**src/rtl/primality_top.sv**
```systemverilog
// primality_top: candidate FIFO fed by a Galois LFSR or cand_in, drained by a trial-division tester.
// Latency: prime_valid pulses NUM_BITS+3 cycles after the pq_fifo_rd_en cycle; one candidate per NUM_BITS+3 cycles.
// Backpressure: cand_ready = !pq_fifo_full; external writes while full are dropped, LFSR mode stalls (no advance).
//
// Ports:
//   aclk, aresetn          clock; reset is synchronous and active-HIGH despite its name
//   use_ext                1 = candidates from cand_in/cand_valid, 0 = from the internal LFSR
//   cand_in, cand_valid    external candidate write request
//   cand_ready             FIFO can accept a write
//   o_lfsr_done            one-cycle pulse following every FIFO write (either source)
//   pq_fifo_full/_empty    FIFO occupancy flags
//   pq_fifo_rd_en          tester pops the FIFO this cycle
//   prime_out, prime_valid last passing candidate and its one-cycle update strobe
module primality_top #(
  parameter int unsigned         NUM_BITS   = 128,
  parameter int unsigned         FIFO_DEPTH = 8,
  parameter logic [NUM_BITS-1:0] LFSR_SEED  = NUM_BITS'(1),
  parameter logic [NUM_BITS-1:0] LFSR_TAPS  = NUM_BITS'(8'hE1) << (NUM_BITS - 8)
) (
  input  logic                aclk,
  input  logic                aresetn,
  input  logic                use_ext,
  input  logic [NUM_BITS-1:0] cand_in,
  input  logic                cand_valid,
  output logic                cand_ready,
  output logic                o_lfsr_done,
  output logic                pq_fifo_full,
  output logic                pq_fifo_empty,
  output logic                pq_fifo_rd_en,
  output logic [NUM_BITS-1:0] prime_out,
  output logic                prime_valid
);

  localparam int AW = $clog2(FIFO_DEPTH);
  localparam int CW = $clog2(NUM_BITS);
  localparam int NP = 15;
  localparam int unsigned PRIMES [NP] = '{3, 5, 7, 11, 13, 17, 19, 23, 29, 31, 37, 41, 43, 47, 53};

  typedef enum logic [1:0] {S_IDLE, S_LOAD, S_REDUCE, S_DECIDE} state_e;

  state_e              state_q, state_d;
  logic [NUM_BITS-1:0] lfsr_q, lfsr_d, lfsr_step;
  logic [NUM_BITS-1:0] mem_q [FIFO_DEPTH];
  logic [AW-1:0]       wr_ptr_q, rd_ptr_q;
  logic [AW:0]         count_q, count_d;
  logic [NUM_BITS-1:0] rd_dat_q;
  logic                done_q;
  logic [NUM_BITS-1:0] cand_q, cand_d;
  logic [NUM_BITS-1:0] shift_q, shift_d;
  logic [CW-1:0]       bit_cnt_q, bit_cnt_d;
  logic [5:0]          rem_q [NP];
  logic [5:0]          rem_d [NP];
  logic [NUM_BITS-1:0] prime_q, prime_d;
  logic                pvld_q, pvld_d;

  logic                full, empty, wr_en, rd_en, pass;
  logic [NUM_BITS-1:0] wr_dat;
  logic [6:0]          t;

  assign full   = (count_q == (AW+1)'(FIFO_DEPTH));
  assign empty  = (count_q == '0);
  assign wr_en  = !full && (use_ext ? cand_valid : 1'b1);
  // LFSR candidates are forced odd and full width.
  assign wr_dat = use_ext ? cand_in
                          : (lfsr_q | (NUM_BITS'(1) << (NUM_BITS - 1)) | NUM_BITS'(1));

  assign lfsr_step = (lfsr_q >> 1) ^ (lfsr_q[0] ? LFSR_TAPS : '0);

  always_comb begin
    lfsr_d = lfsr_q;
    // The all-zero state would lock up the Galois register; recover to the seed.
    if (lfsr_q == '0)               lfsr_d = LFSR_SEED;
    else if (wr_en && !use_ext)     lfsr_d = lfsr_step;
  end

  assign count_d = count_q + (AW+1)'(wr_en) - (AW+1)'(rd_en);

  // Candidate passes if it is 2 or odd >= 3 and no listed prime divides it (unless it is that prime).
  always_comb begin
    pass = (cand_q >= NUM_BITS'(2)) && (cand_q[0] || (cand_q == NUM_BITS'(2)));
    for (int i = 0; i < NP; i++) begin
      if ((rem_q[i] == '0) && (cand_q != NUM_BITS'(PRIMES[i]))) pass = 1'b0;
    end
  end

  always_comb begin
    state_d   = state_q;
    rd_en     = 1'b0;
    cand_d    = cand_q;
    shift_d   = shift_q;
    bit_cnt_d = bit_cnt_q;
    rem_d     = rem_q;
    prime_d   = prime_q;
    pvld_d    = 1'b0;
    t         = '0;
    case (state_q)
      S_IDLE: begin
        if (!empty) begin
          rd_en   = 1'b1;
          state_d = S_LOAD;
        end
      end
      S_LOAD: begin
        cand_d    = rd_dat_q;
        shift_d   = rd_dat_q;
        bit_cnt_d = '0;
        for (int i = 0; i < NP; i++) rem_d[i] = '0;
        state_d   = S_REDUCE;
      end
      S_REDUCE: begin
        // Horner-style residue update, one bit per cycle, all moduli in parallel.
        for (int i = 0; i < NP; i++) begin
          t = {rem_q[i], shift_q[NUM_BITS-1]};
          rem_d[i] = (t >= 7'(PRIMES[i])) ? 6'(t - 7'(PRIMES[i])) : t[5:0];
        end
        shift_d   = shift_q << 1;
        bit_cnt_d = bit_cnt_q + CW'(1);
        if (bit_cnt_q == CW'(NUM_BITS - 1)) state_d = S_DECIDE;
      end
      S_DECIDE: begin
        if (pass) begin
          prime_d = cand_q;
          pvld_d  = 1'b1;
        end
        state_d = S_IDLE;
      end
      default: state_d = S_IDLE;
    endcase
  end

  // FIFO storage needs no reset: occupancy is tracked by count_q.
  always_ff @(posedge aclk) begin
    if (wr_en) mem_q[wr_ptr_q] <= wr_dat;
  end

  always_ff @(posedge aclk) begin
    if (aresetn) begin
      state_q   <= S_IDLE;
      lfsr_q    <= LFSR_SEED;
      wr_ptr_q  <= '0;
      rd_ptr_q  <= '0;
      count_q   <= '0;
      rd_dat_q  <= '0;
      done_q    <= 1'b0;
      cand_q    <= '0;
      shift_q   <= '0;
      bit_cnt_q <= '0;
      for (int i = 0; i < NP; i++) rem_q[i] <= '0;
      prime_q   <= '0;
      pvld_q    <= 1'b0;
    end else begin
      state_q   <= state_d;
      lfsr_q    <= lfsr_d;
      count_q   <= count_d;
      done_q    <= wr_en;
      if (wr_en) wr_ptr_q <= wr_ptr_q + AW'(1);
      if (rd_en) begin
        rd_ptr_q <= rd_ptr_q + AW'(1);
        rd_dat_q <= mem_q[rd_ptr_q];
      end
      cand_q    <= cand_d;
      shift_q   <= shift_d;
      bit_cnt_q <= bit_cnt_d;
      rem_q     <= rem_d;
      prime_q   <= prime_d;
      pvld_q    <= pvld_d;
    end
  end

  assign cand_ready    = !full;
  assign o_lfsr_done   = done_q;
  assign pq_fifo_full  = full;
  assign pq_fifo_empty = empty;
  assign pq_fifo_rd_en = rd_en;
  assign prime_out     = prime_q;
  assign prime_valid   = pvld_q;

endmodule

```
**config.mk**
```make
export PLATFORM = sky130hd
export DESIGN_NAME = primality_top
export DESIGN_NICKNAME = d
export VERILOG_FILES = /design/src/rtl/primality_top.sv
export SDC_FILE = /design/constraint.sdc
export NUM_CORES = 2
export LEC_CHECK = 0
export CORE_UTILIZATION = 54
export DETAILED_ROUTE_END_ITERATION = 8
export PLACE_DENSITY = 0.82
export SLEW_MARGIN = 20
export SYNTH_ARGS = -nofsm -noshare
export SYNTH_HDL_FRONTEND = slang
export SYNTH_SLANG_ARGS = --single-unit
```
**constraint.sdc**
```tcl
create_clock -name aclk -period 38.9 [get_ports aclk]
set_clock_uncertainty 0.2 [all_clocks]
set_input_delay 7.78 -clock aclk [delete_from_list [all_inputs] [get_ports aclk]]
set_output_delay 7.78 -clock aclk [all_outputs]
set_load 0.005 [all_outputs]
```
==> run_results.csv <==
group,metric,value,unit
finish,drive_gt1_frac,0.130,
finish,largest_register,"mem_q",
clock_network,clk_path_buf_depth,3,
placement,place_area,74700,um2
yosys,synth_stat.cells,5055,
hold_path,hold_path.class,"flop to flop",
finish,nFillCells,9187,
yosys,compound_area_frac,0.0543,
die,core,130000,um2
yosys,mux_area_frac,0.175,
finish,lay_top_cells,"1024 x edfxtp_1, 747 x dfxtp_1, 540 x nor2_1",
placement,post-place-cells,6762,
finish,final_cell_area,80100,um2
clock_network,ctsHoldBuffers,0,
setup_path,cp_data_required_time,39.11,ns
grt,grt_pass1_vias,41839,
yosys,synth_flop_count,1775,
finish,stdcell_count,7078,
clock_network,cts_tree,"yes",
setup_path,crit_type,"input port to flop",
die,rows,132,
power,peakVddDrop,0.0844,mV
sta,whs,0.269,ns
die,die_w,364,um
finish,lay_top_count,"edfxtp_1",
clock_network,cts_root_buf,"clkbuf_16",
yosys,avgSynthCellArea,14.0,um2
grt,grt_use_met1,0.358,
finish,antenna_cells,0,
job,tool_warnings,68,
setup_path,crit_path_start_kind,"input port",
setup_path,cp-end-kind,"flop",
power,p_leak,0.0258,uW
die,die_h,364,um
setup_path,max_stage_delay,1.01,ns
yosys,flop_cell,"edfxtp_1",
clock_network,postCtsSetupRepairBufs,0,
yosys,yosysWarnings,0,
die,core_util_floorplan,0.545,
status,outcome,"finished, final reports clean",
clock_network,path_clk_slew,0.06,ns
clock_network,insertion_delay,0.81,ns
setup_path,crit_family,"buffers and inverters",
sta,tightest_slew,1.25,ns
route,dr.pass1.iters,6,
yosys,xor_area_frac,0.00829,
grt,grt_max_degree,204,
yosys,async_flop_share,0,
placement,portBuffers,265,
route,num_vias,42899,
finish,largest_register_ffs,1024,
grt,grtUsageTotal,0.260,
route,post-route-drc-count,0,
sta,finalSetupViolCount,0,
power,powerDensity,69.6,nW/um2
placement,hpwl,103000,um
job,maxCapViolCount,0,
die,ios,266,
clock_network,post_cts_resize_count,0,
finish,nets,5361,
sta,fin_ws,27.53,ns
sta,finalCriticalPeriod,11.37,ns
sta,rsz0062_at_grt,"false",
placement,preCtsSetupSlack,26.92,ns
route,wl,173000,um
clock_network,cts_max_level,4,
yosys,syn-cell-area,70800,um2
setup_path,cp-startpoint,"use_ext",
yosys,ys_area,70800,um2
-- worst paths after layout --
check,to,slack [ns],cells past startpoint
setup / recovery,mem_q[2][67]$_DFFE_PP_,27.53,6
hold / removal,prime_out[33]$_SDFFE_PP0P_,0.27,2
hold reg to reg,prime_out[33]$_SDFFE_PP0P_,0.27,2
setup reg to reg,prime_out[103]$_SDFFE_PP0P_,33.04,10
-- cells in the mapped netlist, drive strengths merged, types with 35 or more instances --
| cell | n |
|---|---|
| mux2i | 522 |
| mux4 | 256 |
| nand2 | 326 |
| xnor2 | 43 |
| edfxtp | 1024 |
| dfxtp | 751 |
| a22oi | 60 |
| nand2b | 267 |
| ha | 35 |
| nor4 | 78 |
| a211oi | 260 |
| buf | 83 |
| a21oi | 183 |
| mux2 | 126 |
| nor2 | 545 |
| clkbuf | 260 |
-- cell type report --
type / count / area [um2] / share of cell area
clock buffer: 250 / 4830 / 0.0603
clock inverter: 66 / 581 / 0.00724
inverter: 26 / 97.6 / 0.00122
multi-input combinational: 2911 / 23500 / 0.294
sequential: 1775 / 45800 / 0.571
tap: 1742 / 2180 / 0.0272
timing repair buffer: 308 / 3120 / 0.0389
-- layer usage --
metal	wire, um	up-vias
li1	-	19170
met1	69700	21203
met2	79400	2144
met3	16000	378
met4	8190	4
met5	27	-
-- logic make-up (layout without fill, tap and decap cells) --
kind of cell             Yosys count  in the layout
multiplexers                     904            904
AND-OR/OR-AND                    579            579
AND/OR/NAND/NOR                 1325           1325
flip-flops                      1775           1775
buffers and inverters            369            650
XOR/XNOR                          67             67
adder cells (fa/ha/maj)           36             36
-- report_power, final --
part           internal [uW]  switching (uW)  leakage [uW]
Sequential              2300             195        0.0156
Combinational            570             903       0.00756
Clock                    900             707       0.00264
Total                   3770            1810        0.0258
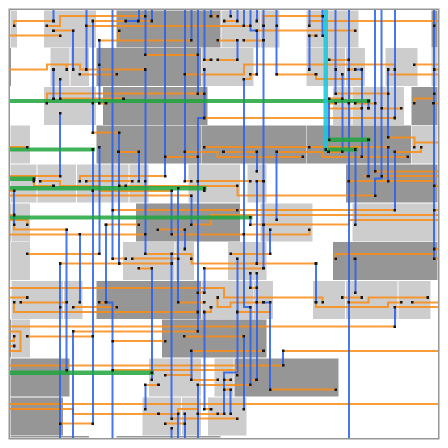
Figure 1: close-up of the layout.
Window x 258 to 288, y 76 to 106 um. Cells in gray, sequential cells in the stronger gray; small squares are vias.
legend:
  blue:
    layer: met2
  cyan:
    layer: met4
  orange:
    layer: met1
  green:
    layer: met3
cells with their middle in the window: 53
sequential cells in the window: 14
most frequent: nor2_1 (14), mux2i_1 (14), dfxtp_1 (14)
netlist names of flops here include: cand_q (7), shift_q (5)

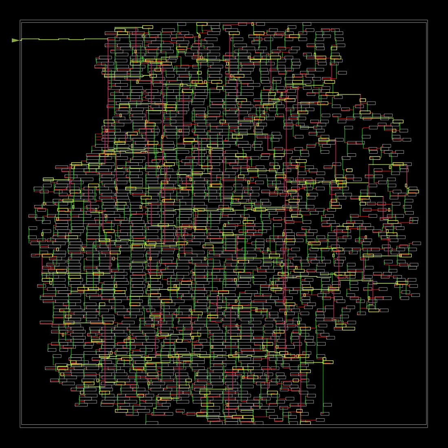
Figure 2: clock routing.
clock group power: 1610 uW
CTS Sinks: 1775
CTS Buf Count: 171
sequential cells: 1775
clk_buf instances: 250

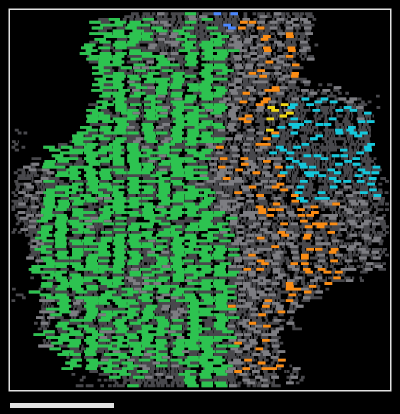
Figure 3: where the registers sit.
The bar under the picture is 100 um long.
legend:
  blue:
    netlist_name: count_q
    flops: 4
    where: top middle
  green:
    netlist_name: mem_q
    flops: 1024
  cyan:
    netlist_name: rem_q
    flops: 90
  orange:
    netlist_name: cand_q
    flops: 128
  yellow:
    netlist_name: bit_cnt_q
    flops: 7

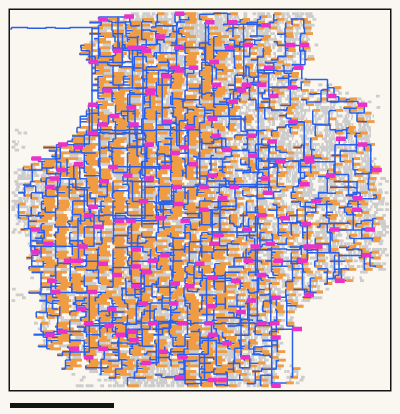
Figure 4: clock network drawn from the DEF.
The bar under the picture is 100 um long.
legend:
  magenta:
    item: cells driving clock nets
    count: 171
  blue:
    item: clock wires
    length: 18800 um
  orange:
    item: flip-flops
    count: 1775
routed clock nets: 172

No activity file was given, so power comes from the tool's default toggle rates.
